Figure 1. Cell placement (run 1).
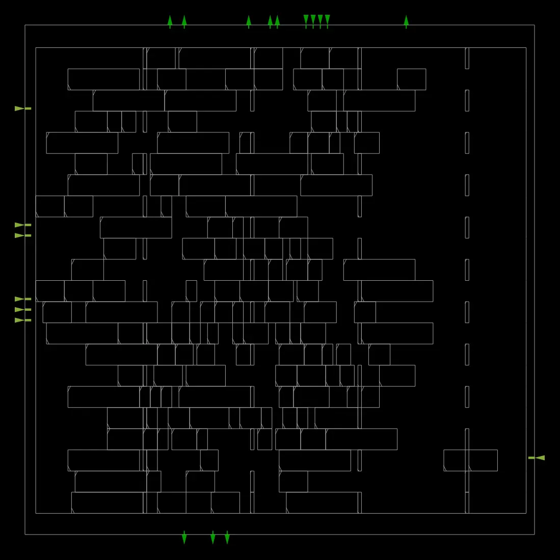
Figure 2. Placed cells, one colour a class (run 1).
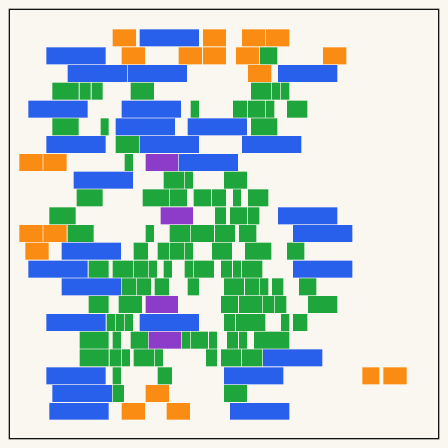
Figure 3. Local utilization (run 1).
7 x 7 tiles, from white (low) to dark blue (high), 0 to 100% covered.
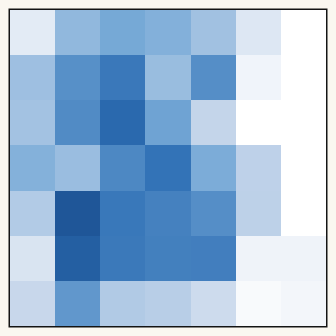
Figure 4. Where the registers sit (run 1).
Bar = 20 um.
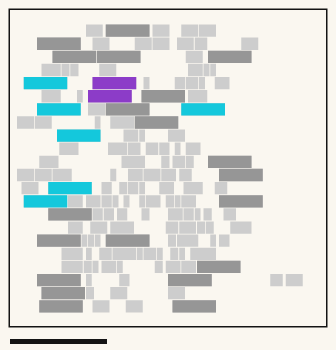
File: src/rtl/mult_shift_seq.sv
// Multiply/shift order sequencer: a free-running digit counter times the gates
// so each order's active phase begins on an even minor-cycle d0 boundary.
module mult_shift_seq #(
    parameter int unsigned MC_LEN  = 36,
    parameter int unsigned MULT_MC = 17
) (
    input  logic       clk,
    input  logic       rst_n,
    input  logic       start,
    input  logic       op_mult,
    input  logic       op_shift,
    input  logic [5:0] shift_count,
    output logic       d0,
    output logic       d35,
    output logic       ev_d0,
    output logic       c5,
    output logic       c6,
    output logic       c7,
    output logic       busy,
    output logic       done,
    output logic       err
);

    localparam int unsigned DCW     = (MC_LEN > 2) ? $clog2(MC_LEN) : 1;
    localparam int unsigned CNTW    = 6;
    localparam int unsigned MCW_MIN = $clog2(MULT_MC + 1);
    localparam int unsigned MCW     = (MCW_MIN > CNTW) ? MCW_MIN : CNTW;
    localparam logic [DCW-1:0] DC_LAST = DCW'(MC_LEN - 1);
    localparam logic [MCW-1:0] MC_MULT = MCW'(MULT_MC);

    typedef enum logic [1:0] {
        IDLE  = 2'd0,
        ALIGN = 2'd1,
        RUN   = 2'd2,
        TAIL  = 2'd3
    } state_t;

    logic [DCW-1:0]  dc_q;
    logic            par_q;
    state_t          state_q, state_d;
    logic [MCW-1:0]  mc_q, mc_d;
    logic            op_mult_q, op_mult_d;
    logic [CNTW-1:0] cnt_q, cnt_d;
    logic            c5_d, c6_d, c7_d, busy_d, done_d, err_d;

    // Digit counter and minor-cycle parity run regardless of the FSM
    always_ff @(posedge clk or negedge rst_n) begin
        if (!rst_n) begin
            dc_q  <= '0;
            par_q <= 1'b0;
        end else if (dc_q == DC_LAST) begin
            dc_q  <= '0;
            par_q <= ~par_q;
        end else begin
            dc_q <= dc_q + DCW'(1);
        end
    end

    assign d0    = (dc_q == '0);
    assign d35   = (dc_q == DC_LAST);
    assign ev_d0 = d0 & ~par_q;

    // State and order registers
    always_ff @(posedge clk or negedge rst_n) begin
        if (!rst_n) begin
            state_q   <= IDLE;
            mc_q      <= '0;
            op_mult_q <= 1'b0;
            cnt_q     <= '0;
        end else begin
            state_q   <= state_d;
            mc_q      <= mc_d;
            op_mult_q <= op_mult_d;
            cnt_q     <= cnt_d;
        end
    end

    // Next state; ALIGN exits on an odd-parity d35 so the next clk is ev_d0
    always_comb begin
        state_d   = state_q;
        mc_d      = mc_q;
        op_mult_d = op_mult_q;
        cnt_d     = cnt_q;
        case (state_q)
            IDLE: begin
                if (start && (op_mult ^ op_shift)) begin
                    state_d   = ALIGN;
                    op_mult_d = op_mult;
                    cnt_d     = shift_count;
                end
            end
            ALIGN: begin
                if (d35 && par_q) begin
                    if (!op_mult_q && (cnt_q == '0)) begin
                        state_d = TAIL;
                    end else begin
                        state_d = RUN;
                        mc_d    = op_mult_q ? MC_MULT : MCW'(cnt_q);
                    end
                end
            end
            RUN: begin
                if (d35) begin
                    mc_d = mc_q - MCW'(1);
                    if (mc_q == MCW'(1)) begin
                        state_d = TAIL;
                    end
                end
            end
            TAIL: begin
                if (d35) begin
                    state_d = IDLE;
                end
            end
            default: state_d = IDLE;
        endcase
    end

    // Gate values for the coming clk, derived from the next state
    always_comb begin
        c5_d   = 1'b0;
        c6_d   = 1'b0;
        c7_d   = 1'b0;
        busy_d = 1'b0;
        done_d = 1'b0;
        err_d  = 1'b0;
        c5_d   = (state_d == RUN) && op_mult_d;
        c6_d   = (state_d == RUN) && !op_mult_d;
        c7_d   = (state_d == TAIL);
        busy_d = (state_d != IDLE);
        done_d = (state_q == TAIL) && (state_d == IDLE);
        err_d  = (state_q == IDLE) && start && !(op_mult ^ op_shift);
    end

    always_ff @(posedge clk or negedge rst_n) begin
        if (!rst_n) begin
            c5   <= 1'b0;
            c6   <= 1'b0;
            c7   <= 1'b0;
            busy <= 1'b0;
            done <= 1'b0;
            err  <= 1'b0;
        end else begin
            c5   <= c5_d;
            c6   <= c6_d;
            c7   <= c7_d;
            busy <= busy_d;
            done <= done_d;
            err  <= err_d;
        end
    end

endmodule

File: config.mk
export PLATFORM = sky130hd
export DESIGN_NAME = mult_shift_seq
export DESIGN_NICKNAME = d
export VERILOG_FILES = /design/src/rtl/mult_shift_seq.sv
export SDC_FILE = /design/constraint.sdc
export NUM_CORES = 1
export LEC_CHECK = 0
export CAP_MARGIN = 30
export CORE_UTILIZATION = 35
export DETAILED_ROUTE_END_ITERATION = 6
export PLACE_DENSITY = 0.66
export SYNTH_ARGS = -nofsm -noshare
export SYNTH_HDL_FRONTEND = slang
export SYNTH_SLANG_ARGS = --single-unit
File: constraint.sdc
create_clock -name clk -period 3.9 [get_ports clk]
set_input_delay 0.78 -clock clk [delete_from_list [all_inputs] [get_ports clk]]
set_output_delay 0.78 -clock clk [all_outputs]
set_load 0.01 [all_outputs]
==> deck_impl_summary.md, run 1 <==
Implementation Results

Routing
  • Antenna Nets Post-Route: 0
  • Met3 wire length: around 100 um
  • Drt pass-1 iters: 5
  • DR vias: about 1100
  • Highest routed layer: met4
  • Vias/cell: around 5.4
  • WL per Instance: between 10 and 15 um
  • Metal2 WL: 1.500 mm
  • Initial DRC count: 29
  • Post-route DRC: 0
  • Post-Route M1 WL: around 1.3 mm
  • Final WL: roughly 2.9 mm

CTS
  • Max H-tree Level: 1
  • Worst-path clk slew: 90 ps
  • CTS Sinks: 28
  • CTS tree: built
  • Hold Buf Count CTS: 0
  • Post_cts resized: 0
  • Clk buf depth: 2
  • CTS Root Cell: clkbuf_8
  • Clk_lat worst skew: approximately 270 ps
  • Post-CTS Setup Inserts: 0
  • CTS Buf Count: 3

Logic synthesis
  • EDFF count, synth: 0
  • Synth warn: 0
  • Synth area leader: dfrtp_1
  • Syn nets: between 100 and 150
  • Mean Syn Cell Area: approximately 11 sq um
  • Most frequent cell after synthesis: dfrtp_1
  • Post-Synthesis Cells: 130
  • Post-synth regs: 28
  • Cell Type Count: 45
  • Top cells by count: dfrtp_1 (28), nand2_1 (10), inv_1 (9)
  • Top cells, area: dfrtp_1 (50%), mux2_2 (4.8%), ha_1 (3.5%), xnor2_1 (3.1%), nand2_1 (2.7%)
  • YS chip area: about 1400 sq um
  • Yosys cell count: 130
  • Top FF cell, synth: dfrtp_1
  • Synth top area share: around 50%
  • Synth Seq Share: between 40% and 50%
  • Mapped Area: between 1000 and 1500 sq um
  • Async SR Flop Fraction: 100.0%

Critical path
  • Slowest stage delay, CP: approximately 540 ps
  • Worst reg2reg endpoint: c6$_DFF_PN0_
  • Sequence of cells on the critical path: or3_1 > nor3b_1 > nor2b_1 > clkdlybuf4s50_1
  • R2r worst-path depth: 6
  • Setup crit end kind: primary output
  • Worst reg-to-reg setup slack: 1920 ps
  • Critical path data required time: about 3100 ps
  • Startpoint Class: flip-flop
  • CP endpoint: ev_d0
  • Slowest CP cell: clkdlybuf4s50_1
  • Crit path max-delay family: simple AND/OR/NAND/NOR gates
  • Critical path type: flip-flop to primary output
  • Worst r2r src: dc_q[0]$_DFF_PN0_
  • CP Launch Point: dc_q[2]$_DFF_PN0_
  • CP Max Fanout: 5
  • WP depth: 4
  • CP arrival: 2110 ps
  • Critical path buffers and inverters: 1

Cells and area
  • Nets: 167
  • Antenna cells: 0
  • Comb area: between 600 and 700 sq um
  • Area growth syn-to-layout: 20.76%
  • Sequential Area: roughly 700 sq um
  • Commonest Layout Cell: dfrtp_1
  • Most frequent cells in the layout: dfrtp_1 (28), clkdlybuf4s50_1 (19), nand2_1 (10)
  • Fillers: around 350
  • Top flop regs: cnt_q: 6 flops, dc_q: 6 flops, mc_q: 6 flops
  • Fraction of layout cells with a size suffix above 1: a little over an eighth

Power and ir drop
  • PwrDens: 296.6 nW/um^2
  • Top power group: sequential cells
  • Power, Total: slightly above 0.5 mW
  • LEAKAGE: approximately 0.74 nW
  • VDD IR max: 0.1923 mV
  • Psw: between 0.1 and 0.15 mW
  • Clock group: approximately 0.18 mW
  • Pint: 0.4003 mW
  • Sw Share: between 20 and 25%
  • Seq pwr: between 0.2 and 0.3 mW
  • Clk pwr share: approximately a third
  • Combinational Power Share: under 10%
  • Comb group: about 0.031 mW
  • Sequential fraction of design power: about 59%

Placed design
  • Port bufs: 19
  • Place WS: between 1000 and 1500 ps
  • Hpwl dp: between 2 and 2.5 mm
  • Routability cong.: between 0.8 and 0.9

Die
  • Row count: 22
  • Floorplan Utilization: 37.39%
  • Die ar.: between 4000 and 5000 sq um
  • Die Y: about 65 um
  • Io pins: 20
  • Core area: 3771 sq um
  • Width of the chip: between 60 and 70 um

Min path
  • Hold Crit Start: dc_q[0]$_DFF_PN0_
  • Worst Hold Path EP: dc_q[0]$_DFF_PN0_
  • HP Class: flip-flop to flip-flop
  • Worst hold stages: 1

Global routing
  • Global-route usage over all layers: between 15 and 20%
  • Met2 Use GR: between 20% and 30%
  • Largest net degree at the start of global routing: 29
  • Most used routing layer: met2
  • Grt total ovfl: 0
  • Vias in the first global route: between 1000 and 1500
  • GRT met1 Usage: between 10% and 20%
  • Met3 usage: about 1.9%
  • Initial antenna violation count: 0
  • First-pass GRT wire length: 4.892 mm

Job
  • Max-cap viol count: 0
  • Tool Warnings: 28

Timing
  • Worst-Margin Slew: 507.3 ps
  • Clock Skew: around 1.1 ps
  • Hold_ws: between 500 and 600 ps
  • Min Tclk post-route: approximately 2900 ps
  • Final TNS setup: 0 ps
  • Final Hold Violating Endpoints: 0
  • Slew Viols, Final: 0
  • RSZ-0062 raised after global routing: no
  • Max-Slew Margin vs Limit: about two thirds
  • Max Freq: about 0.35 GHz
  • Tcrit/Tclk final: between 70% and 80%
  • Final setup violation count: 0
  • Final WS setup: just over 1000 ps

Outcome
  • Status: completed
Notes on Figure 1 above:
Core Util, Final: 45.16%
fraction of area in registers: 41.15%

Notes on Figure 2 above:
blue -> sequential cells  # cells 28, share of their area 43%
purple -> clock drivers and dummy loads  # cells 4, share of their area 3.4%
orange -> remaining buffers and delay cells  # cells 20, share of their area 12%
green -> combinational and other logic  # cells 99, share of their area 42%

Notes on Figure 3 above:
densest ninth of the die = centre
tiles over 75% full = 6.1%
emptiest ninth of the die = north-east

Notes on Figure 4 above:
purple -> state_q  # placed flops 2
cyan -> cnt_q  # placed flops 6
not coloured = 20

## run 1: stage by stage
step / instances / cell area, sq um / util [%]
after floorplan: 130 / 1410 / -
after global placement: 195 / 1648 / 43.70
after detailed placement: 195 / 1648 / 43.70
after CTS: 199 / 1703 / 45.16
after global routing: 199 / 1703 / 45.16
final: 199 / 1703 / 45.16
## run 1: logic make-up after synthesis
family                     Yosys count  share of synthesized area, %
muxes                                6                         4.791
and+or+nand+nor                     47                         19.88
DFF                                 28                         49.69
AOI/OAI and AO/OA                   26                         14.29
xor gates and xnor gates             6                         3.727
adders and majority gates            4                         3.549
buffers and inverters               13                         4.081
## run 1: layout make-up
type / count / area share (%)
clock buffers: 4 / 3.233
repair buffers: 20 / 11.61
multi-input cells: 89 / 38.28
inverters: 10 / 2.204
well taps: 48 / 3.527
flip-flops and latches: 28 / 41.15
==> run 2, diff against run 1 <==
==> constraint.sdc (replaced) <==
create_clock -name clk -period 3 [get_ports clk]
set_input_delay 0.6 -clock clk [delete_from_list [all_inputs] [get_ports clk]]
set_output_delay 0.6 -clock clk [all_outputs]
set_load 0.01 [all_outputs]
Figure 5. Met3 routing (run 2).
Bar = 20 um.
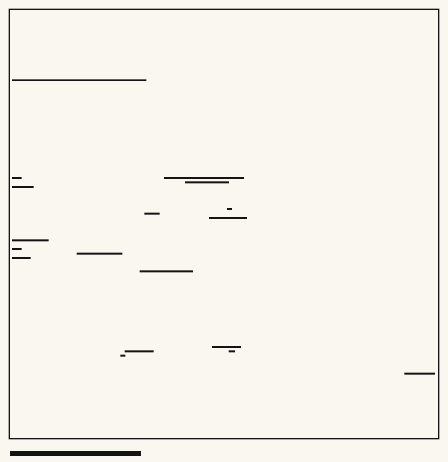
nets with wire on the layer = 14
main direction = horizontal
wire length on this layer = 87.6 um

Figure 6. Local utilization (run 2).
7 x 7 tiles, from white (low) to dark blue (high), 0 to 100% covered.
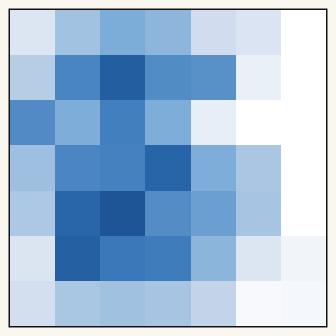
tiles over 75% full = 10%
fullest tile = 85%
emptiest ninth of the die = north-east
mean over tiles = 38%
nearly empty tiles = 12%

==> deck_impl_summary.md, run 2 <==
Implementation Results

Outcome
  • Status: completed

Timing
  • Max-Slew Margin vs Limit: a little under two thirds
  • Max Freq: approximately 0.36 GHz
  • RSZ-0062 raised after global routing: no
  • Min Tclk post-route: ~2700 ps
  • Final TNS setup: 0 ps
  • Hold_ws: 519.7 ps
  • Final WS setup: ~260 ps
  • Final setup violation count: 0

Global routing
  • Vias in the first global route: roughly 1100
  • Met2 Use GR: between 20% and 30%
  • Global-route usage over all layers: ~16%
  • GRT met1 Usage: a little over a fifth
  • Grt total ovfl: 0
  • Largest net degree at the start of global routing: 29
  • Initial antenna violation count: 0
  • Most used routing layer: met2

Cells and area
  • Fillers: 357
  • Antenna cells: 0
  • Top flop regs: cnt_q: 6 flops, dc_q: 6 flops, mc_q: 6 flops
  • Core Util, Final: 45.16%
  • Sequential Area: 700.7 sq um
  • Nets: around 170
  • Fin cells: 199
  • Most frequent cells in the layout: dfrtp_1 (28), clkdlybuf4s50_1 (19), nand2_1 (10)
  • Comb area: approximately 650 sq um
  • Commonest Layout Cell: dfrtp_1

CTS
  • Worst-path clk slew: 90 ps
  • CTS Buf Count: 3
  • Hold Buf Count CTS: 0
  • CTS tree: built
  • Clk_lat worst skew: about 270 ps
  • CTS Sinks: 28
  • Post_cts resized: 0
  • Post-CTS Setup Inserts: 0
  • CTS Root Cell: clkbuf_8
  • Max H-tree Level: 1

Routing
  • DR vias: 1069
  • Initial DRC count: 19
  • Antenna Nets Post-Route: 0
  • Post-route DRC: 0
  • WL per Instance: roughly 15 um
  • Met3 wire length: just under 90 um
  • Post-Route M1 WL: between 1 and 1.5 mm
  • Highest routed layer: met4
  • Metal2 WL: about 1.5 mm

Die
  • Die Y: approximately 65 um
  • Floorplan Utilization: between 30% and 40%
  • Width of the chip: about 65 um
  • Die ar.: between 4000 and 5000 sq um
  • Core area: roughly 3800 sq um
  • Row count: 22
  • Io pins: 20

Critical path
  • Worst reg2reg endpoint: c6$_DFF_PN0_
  • CP Launch Point: dc_q[0]$_DFF_PN0_
  • Critical path type: flip-flop to primary output
  • Worst reg-to-reg setup slack: about 970 ps
  • Slowest CP cell: clkdlybuf4s50_1
  • Setup crit end kind: primary output
  • WP depth: 5
  • Startpoint Class: flip-flop
  • Slowest stage delay, CP: around 570 ps
  • R2r worst-path depth: 6
  • Critical path data required time: about 2400 ps

Logic synthesis
  • Mux frac, synth: ~4.8%
  • Synth top area share: roughly half
  • Post-Synthesis Cells: about 130
  • Top cells, area: dfrtp_1 (50%), mux2_2 (4.8%), ha_1 (3.5%), xnor2_1 (3.1%), nand2_1 (2.7%)
  • Synth Area in Compound Gates: 14.29%
  • Adders+Majority by Area: 3.549%
  • Yosys cell count: 130
  • Synth warn: 0
  • Synth Seq Share: around 50%
  • Mean Syn Cell Area: 10.85 sq um
  • Mapped Area: about 1400 sq um
  • Cell Type Count: approximately 45
  • Synth area leader: dfrtp_1
  • Most frequent cell after synthesis: dfrtp_1

Job
  • Max-cap viol count: 0

Placed design
  • Routability cong.: between 0.8 and 0.9
  • Hpwl dp: around 2.2 mm
  • Placed Cells: around 200
  • Port bufs: 19

Power and ir drop
  • Power, Total: 0.6576 mW
  • LEAKAGE: about 0.74 nW

Min path
  • Worst hold stages: 1
run 2: area by class of cell:
class | count | share of cell area [%]
clock buffer | 4 | 3.233
tap | 48 | 3.527
sequential | 28 | 41.15
timing repair buffer | 20 | 11.61
multi-input combinational | 89 | 38.28
inverter | 10 | 2.204
run 2: cell families (layout without fill, tap and decap cells):
logic type	after synthesis	after routing
flops	28	28
simple gates	47	47
mux	6	6
compound gates	26	26
fa+ha+maj	4	4
xor+xnor	6	6
buf+inv	13	34
run 2: where the power goes:
part / leakage, nW / internal (mW) / switching (mW)
sequential: 0.358 / 0.381 / 0.00432
combinational: 0.350 / 0.0219 / 0.0198
clock: 0.0288 / 0.117 / 0.113
total: 0.737 / 0.520 / 0.137
Power is estimated from default activity; no workload was simulated.
